--- config.mk ---
export PLATFORM = sky130hd
export DESIGN_NAME = smol_boi_flat
export DESIGN_NICKNAME = d
export VERILOG_FILES = /design/src/rtl/smol_boi_pkg.sv /design/src/rtl/smol_boi_if.sv /design/src/rtl/smol_boi_input_conditioner.sv /design/src/rtl/smol_boi.sv /design/src/flat_wrapper.sv
export SDC_FILE = /design/constraint.sdc
export NUM_CORES = 1
export LEC_CHECK = 0
export CAP_MARGIN = 20
export CORE_MARGIN = 8
export CORE_UTILIZATION = 32
export CTS_BUF_LIST = sky130_fd_sc_hd__clkbuf_8
export DETAILED_ROUTE_END_ITERATION = 10
export HOLD_SLACK_MARGIN = 0.08
export MAX_ROUTING_LAYER = met4
export SLEW_MARGIN = 10
export SYNTH_ARGS = -nofsm -noshare
export SYNTH_HDL_FRONTEND = slang
export SYNTH_SLANG_ARGS = --single-unit
--- constraint.sdc ---
create_clock -name CLK -period 2.77 [get_ports CLK]
set_input_delay 0.4155 -clock CLK [delete_from_list [all_inputs] [get_ports CLK]]
set_output_delay 0.4155 -clock CLK [all_outputs]
set_load 0.02 [all_outputs]
--- src/rtl/smol_boi_pkg.sv ---
// smol_boi_pkg -- shared definitions for the smol_boi SPI byte memory.
//   * default widths / synchronizer depth
//   * position of the R/W flag inside the command byte
//   * FSM state encoding
package smol_boi_pkg;

    localparam int ADDR_W_DEF      = 7;
    localparam int DATA_W_DEF      = 8;
    localparam int SYNC_STAGES_DEF = 2;

    // Command byte = {R/W, addr[6:0]}; R/W is the first bit on the wire (MSB).
    localparam int RW_BIT = 7;

    // Bit counters are 3 bits wide and wrap at the byte boundary.
    localparam int CNT_W = 3;
    localparam logic [CNT_W-1:0] CNT_LAST  = 3'd7;
    // Falling edges counted in READ_WAIT before bit 7 is driven (4th fall).
    localparam logic [CNT_W-1:0] READ_LEAD = 3'd3;

    typedef enum logic [2:0] {
        GET_ADDR,
        ADDR_TURN,
        WRITE,
        WRITE_TURN,
        READ_WAIT,
        READ,
        READ_TURN
    } state_t;

endpackage

--- src/rtl/smol_boi_if.sv ---
// smol_boi_if -- SPI pin bundle.
//   SCLK : serial clock (asynchronous to the system clock)
//   CS   : chip select, active-low
//   MOSI : serial data into the slave, MSB first
//   MISO : serial data out of the slave, MSB first, always driven
interface smol_boi_if;
    logic SCLK;
    logic CS;
    logic MOSI;
    logic MISO;

    modport master (output SCLK, output CS, output MOSI, input MISO);
    modport slave  (input SCLK, input CS, input MOSI, output MISO);
endinterface

--- src/rtl/smol_boi_input_conditioner.sv ---
// input_conditioner -- brings one asynchronous input into the clk domain.
//   clk, rst : system clock, asynchronous active-high reset
//   din      : raw asynchronous input
//   dout     : synchronized level (after SYNC_STAGES flops)
//   rise     : 1-clk pulse on a 0->1 transition of dout
//   fall     : 1-clk pulse on a 1->0 transition of dout
// RST_VAL is the idle level loaded on reset, so reset never produces an edge.
module input_conditioner
    import smol_boi_pkg::*;
#(
    parameter int   SYNC_STAGES = SYNC_STAGES_DEF,
    parameter logic RST_VAL     = 1'b0
) (
    input  logic clk,
    input  logic rst,
    input  logic din,
    output logic dout,
    output logic rise,
    output logic fall
);

    logic [SYNC_STAGES-1:0] sync_q, sync_d;
    logic                   prev_q, prev_d;

    always_comb begin
        // Shift towards the MSB; the MSB is the synchronized output.
        sync_d = (sync_q << 1) | SYNC_STAGES'(din);
        prev_d = sync_q[SYNC_STAGES-1];
    end

    always_ff @(posedge clk or posedge rst) begin
        if (rst) begin
            sync_q <= {SYNC_STAGES{RST_VAL}};
            prev_q <= RST_VAL;
        end else begin
            sync_q <= sync_d;
            prev_q <= prev_d;
        end
    end

    assign dout = sync_q[SYNC_STAGES-1];
    assign rise = dout & ~prev_q;
    assign fall = ~dout & prev_q;

endmodule

--- src/rtl/smol_boi.sv ---
// smol_boi -- SPI slave in front of a 128x8 single-port byte memory.
//   CLK, RST : system clock, asynchronous active-high reset
//   spi      : SPI pins (slave modport): SCLK, CS (active-low), MOSI, MISO
// Frame: command byte {R/W, addr}, one turnaround bit, then either 8 write
// data bits plus a turnaround, or a read whose bit 7 appears on the 4th
// SCLK fall after the address and whose bits are held one SCLK period each.
// CS stays low across frames; raising it aborts the frame.
module smol_boi
    import smol_boi_pkg::*;
#(
    parameter int ADDR_W      = ADDR_W_DEF,
    parameter int DATA_W      = DATA_W_DEF,
    parameter int SYNC_STAGES = SYNC_STAGES_DEF
) (
    input  logic       CLK,
    input  logic       RST,
    smol_boi_if.slave  spi
);

    // ---------------- input conditioning ----------------
    logic sclk_s, sclk_rise, sclk_fall;
    logic cs_s,   cs_rise,   cs_fall;
    logic mosi_s, mosi_rise, mosi_fall;

    input_conditioner #(.SYNC_STAGES(SYNC_STAGES), .RST_VAL(1'b0)) u_sclk (
        .clk(CLK), .rst(RST), .din(spi.SCLK),
        .dout(sclk_s), .rise(sclk_rise), .fall(sclk_fall)
    );

    // CS idles high (deselected) so reset does not look like a selected bus.
    input_conditioner #(.SYNC_STAGES(SYNC_STAGES), .RST_VAL(1'b1)) u_cs (
        .clk(CLK), .rst(RST), .din(spi.CS),
        .dout(cs_s), .rise(cs_rise), .fall(cs_fall)
    );

    input_conditioner #(.SYNC_STAGES(SYNC_STAGES), .RST_VAL(1'b0)) u_mosi (
        .clk(CLK), .rst(RST), .din(spi.MOSI),
        .dout(mosi_s), .rise(mosi_rise), .fall(mosi_fall)
    );

    // Only SCLK edges and the CS level drive the protocol.
    logic unused_sig;
    assign unused_sig = ^{sclk_s, cs_rise, cs_fall, mosi_rise, mosi_fall};

    // ---------------- memory ----------------
    logic [DATA_W-1:0] mem [2**ADDR_W];
    logic [DATA_W-1:0] rd_data_q;

    // ---------------- FSM state ----------------
    state_t            state_q,   state_d;
    logic [CNT_W-1:0]  cnt_q,     cnt_d;
    logic [DATA_W-1:0] sr_q,      sr_d;       // MOSI shift register
    logic [ADDR_W-1:0] addr_q,    addr_d;
    logic [DATA_W-1:0] out_q,     out_d;      // MISO shift register
    logic              miso_q,    miso_d;
    logic              wr_en_q,   wr_en_d;
    logic [DATA_W-1:0] wr_data_q, wr_data_d;
    logic [DATA_W-1:0] shifted;

    always_comb begin
        state_d   = state_q;
        cnt_d     = cnt_q;
        sr_d      = sr_q;
        addr_d    = addr_q;
        out_d     = out_q;
        miso_d    = miso_q;
        wr_en_d   = 1'b0;
        wr_data_d = wr_data_q;
        shifted   = {sr_q[DATA_W-2:0], mosi_s};

        if (cs_s) begin
            // Deselected: restart framing, nothing is committed.
            state_d = GET_ADDR;
            cnt_d   = '0;
            sr_d    = '0;
            out_d   = '0;
            miso_d  = 1'b0;
        end else begin
            case (state_q)
                GET_ADDR: if (sclk_rise) begin
                    sr_d  = shifted;
                    cnt_d = cnt_q + 1'b1;
                    if (cnt_q == CNT_LAST) begin
                        sr_d    = '0;
                        addr_d  = shifted[ADDR_W-1:0];
                        state_d = shifted[RW_BIT] ? READ_WAIT : ADDR_TURN;
                    end
                end
                ADDR_TURN: if (sclk_rise) state_d = WRITE;
                WRITE: if (sclk_rise) begin
                    sr_d  = shifted;
                    cnt_d = cnt_q + 1'b1;
                    if (cnt_q == CNT_LAST) begin
                        // Commit happens one CLK later from the registered copy.
                        sr_d      = '0;
                        wr_en_d   = 1'b1;
                        wr_data_d = shifted;
                        state_d   = WRITE_TURN;
                    end
                end
                WRITE_TURN: if (sclk_rise) state_d = GET_ADDR;
                READ_WAIT: if (sclk_fall) begin
                    cnt_d = cnt_q + 1'b1;
                    // First fall is >= 4 CLK after the address, so the
                    // registered memory read is already settled.
                    if (cnt_q == '0) out_d = rd_data_q;
                    if (cnt_q == READ_LEAD) begin
                        miso_d  = out_q[DATA_W-1];
                        out_d   = {out_q[DATA_W-2:0], 1'b0};
                        cnt_d   = '0;
                        state_d = READ;
                    end
                end
                READ: if (sclk_fall) begin
                    if (cnt_q == CNT_LAST) begin
                        // Bit 0 has been held a full period.
                        miso_d  = 1'b0;
                        out_d   = '0;
                        cnt_d   = '0;
                        state_d = READ_TURN;
                    end else begin
                        miso_d = out_q[DATA_W-1];
                        out_d  = {out_q[DATA_W-2:0], 1'b0};
                        cnt_d  = cnt_q + 1'b1;
                    end
                end
                READ_TURN: if (sclk_rise) state_d = GET_ADDR;
                default: state_d = GET_ADDR;
            endcase
        end
    end

    always_ff @(posedge CLK or posedge RST) begin
        if (RST) begin
            state_q   <= GET_ADDR;
            cnt_q     <= '0;
            sr_q      <= '0;
            addr_q    <= '0;
            out_q     <= '0;
            miso_q    <= 1'b0;
            wr_en_q   <= 1'b0;
            wr_data_q <= '0;
        end else begin
            state_q   <= state_d;
            cnt_q     <= cnt_d;
            sr_q      <= sr_d;
            addr_q    <= addr_d;
            out_q     <= out_d;
            miso_q    <= miso_d;
            wr_en_q   <= wr_en_d;
            wr_data_q <= wr_data_d;
        end
    end

    // Memory contents are deliberately not reset.
    always_ff @(posedge CLK) begin
        if (wr_en_q) mem[addr_q] <= wr_data_q;
        rd_data_q <= mem[addr_q];
    end

    assign spi.MISO = miso_q;

endmodule

--- src/flat_wrapper.sv ---
// flat-port wrapper written by rule: the top's interface ports become plain ports
module smol_boi_flat import smol_boi_pkg::*;
#(
    parameter int ADDR_W      = ADDR_W_DEF,
    parameter int DATA_W      = DATA_W_DEF,
    parameter int SYNC_STAGES = SYNC_STAGES_DEF
)
  (CLK, RST, spi_SCLK, spi_CS, spi_MOSI, spi_MISO);
  smol_boi_if spi_i ();
  input  logic CLK;
  input  logic RST;
  input wire logic [$bits(spi_i.SCLK)-1:0] spi_SCLK;
  input wire logic [$bits(spi_i.CS)-1:0] spi_CS;
  input wire logic [$bits(spi_i.MOSI)-1:0] spi_MOSI;
  output wire logic [$bits(spi_i.MISO)-1:0] spi_MISO;
  assign spi_i.SCLK = spi_SCLK;
  assign spi_i.CS = spi_CS;
  assign spi_i.MOSI = spi_MOSI;
  assign spi_MISO = spi_i.MISO;
  smol_boi #(.ADDR_W(ADDR_W), .DATA_W(DATA_W), .SYNC_STAGES(SYNC_STAGES)) u_core (.CLK(CLK), .RST(RST), .spi(spi_i));
endmodule
Signal wires on met1:
The bar under the picture is 100 um long.
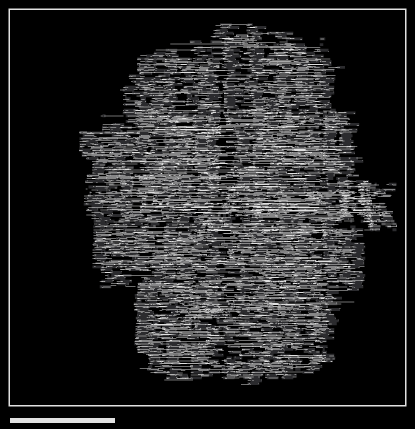
share of all routed wire	42%
wire length on this layer	41.8 mm
main direction	horizontal
nets with wire on the layer	2,124
longest straight run	80.5 um

The metal 2 layer:
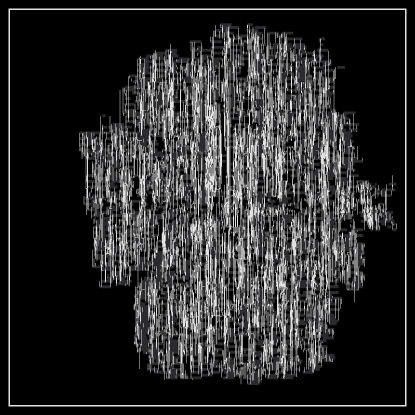
nets with wire on the layer	1,995
longest straight run	136 um
share of all routed wire	48%

Metal 3:
The bar under the picture is 100 um long.
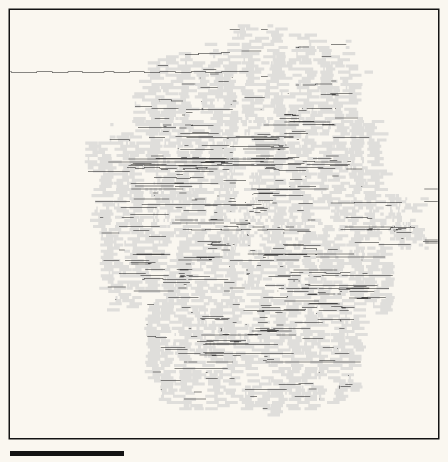
wire length on this layer	7,160 um
share of all routed wire	7.2%
longest straight run	116 um
main direction	horizontal
nets with wire on the layer	228

Placed standard cells:
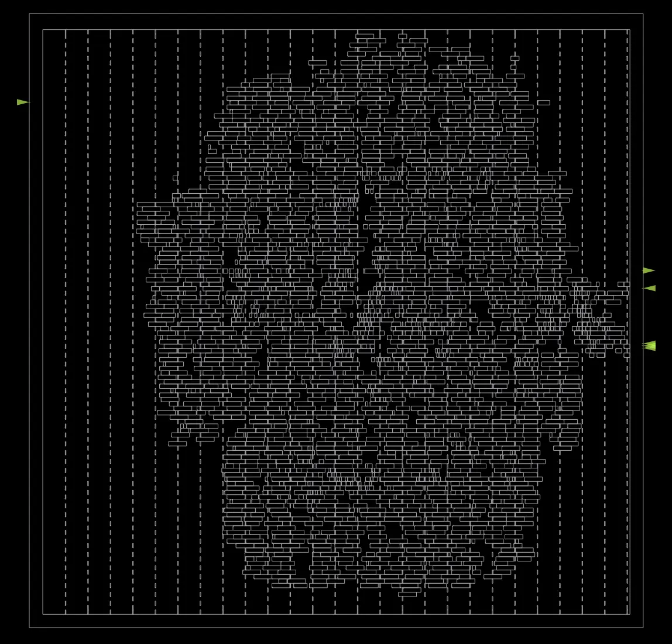
Rows: 132
FILL cells: 11,539
flop count: 1,077

Sequential cells grouped by signal name:
Other sequential cells in the stronger gray, the rest of the logic in the fainter gray.
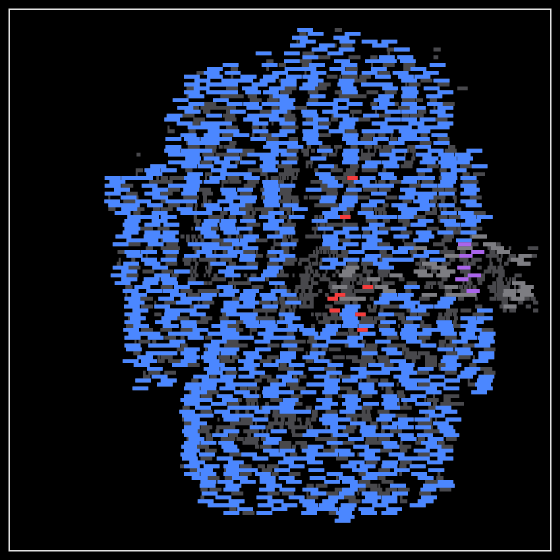
color	name in the netlist	flops
red	u_core.rd_data_q	8
blue	u_core.mem	1,024
purple	u_core.sr_q	7
not colored	38

==> GITHUB_STEP_SUMMARY <==
### Metrics collected by this job

| Metric | Value |
|---|---|
| Core area | 129,000 um2 |
| Crit-path max cell delay | roughly 580 ps |
| Setup ws final | -261 ps |
| Critical Path AT | approximately 3800 ps |
| Finished Layout Cells | approximately 4,000 |
| Maximum VDD drop | 0.442 mV |
| Slowest CP cell | mux4_2 |
| # H-tree levels | 4 |
| Least-Margin Pin Slew | 972 ps |
| Layer with the highest usage | met2 |
| Final setup fails | 8 |
| Antenna violations before repair | 7 |
| Most frequent logic cell in the layout | edfxtp_1 |
| Crit Path Class | flop to flop |
| Crit path capture | u_core.rd_data_q[6] |
| Syn nets | 1,824 |
| Failing checks | negative setup slack |
| Initial DRC count | between 2,000 and 2,500 |
| Top cells by area | edfxtp_1, mux4_2, dfrtp_1, nor2_1, mux2_2 |
| Worst Hold Launch | u_core.u_mosi.sync_q[0] |
| Drt total wl | roughly 99,000 um |
| Crit path required time | 3490 ps |
| Vias in the first global route | between 20,000 and 25,000 |
| Cell family with most CP delay | multiplexers |
| Fin util | 0.383 |
| Synth Cell Area | approximately 42,000 um2 |
| Num ports | 6 |
| Drt drc | 0 |
| Outcome | finished, violations left |
| Final ANT Viol Nets | 0 |
| Worst hold endpoint | u_core.u_mosi.sync_q[1] |
| GRT Overall Usage | 0.142 |
| GPL Wtd Cong | just over 0.8 |
| Vias per cell | a little under 5 |
| CP Launch Type | flop |
| Reg2Reg Setup Slack | -260 ps |
| EDFF count, synth | 1,024 |
| DP Area | around 46,000 um2 |
| Met2 WL post-DR | 47,500 um |
| CTS Buf Count | about 170 |
| Clock sink count | 1,077 |
| Met1 WL | between 40,000 and 50,000 um |
| CP endpoint kind | flop |
| Top reg by flops | u_core.mem |
| Distinct lib cells | between 40 and 50 |
| Fraction of layout cells with a size suffix above 1 | 0.383 |
-- through the flow --
stage          worst slack [ps]  hold WS [ps]  total power [uW]
3_5_place_dp               -348           349             18200
4_1_cts                    -247           361             30600
6_report                   -261           359             30300
3_3_place_gp               -383           346             18200
2_1_floorplan              9.79           331             18100
5_1_grt                    -285           368             31300
-- area by class of cell --
| cell class | count | share of cell area |
|---|---|---|
| inverters | 9 | 0.000682 |
| clock inverters | 136 | 0.0153 |
| well taps | 1742 | 0.0440 |
| repair buffers | 296 | 0.0589 |
| flip-flops and latches | 1077 | 0.647 |
| clock buffers | 170 | 0.0472 |
| diodes | 4 | 0.000202 |
| multi-input cells | 626 | 0.186 |
-- kinds of logic (layout without fill, tap and decap cells) --
kind of cell,count (synthesis),count (layout),share of synthesized area
other,0,4,0
flip-flops,1077,1077,0.768
AND/OR/NAND/NOR,219,219,0.0233
buffers and inverters,109,611,0.0113
multiplexers,374,374,0.192
AND-OR/OR-AND,25,25,0.00363
adder cells (fa/ha/maj),8,8,0.00234
-- power by group --
| group | total, uW | switching (uW) | internal [uW] |
|---|---|---|---|
| logic | 298 | 142 | 156 |
| clock network | 12400 | 6170 | 6230 |
| registers | 17600 | 24.1 | 17600 |
| total | 30300 | 6340 | 24000 |
-- timing repair --
item,CTS,global route
gates cloned,6,0
buffers inserted,22,2
hold buffers,4,0
setup endpoints to repair,8,8
gates resized,17,1
hold endpoints to repair,33,0
-- Yosys cell counts, types with 9 or more instances --
cell type	number
buf_2	13
edfxtp_1	1024
nand2_1	31
nand3_1	11
nor3_1	12
nor2_1	130
clkbuf_1	61
a21oi_1	14
buf_4	10
inv_1	9
dfrtp_1	43
mux4_2	335
mux2_2	31
buf_1	15
Power is estimated from default activity; no workload was simulated.
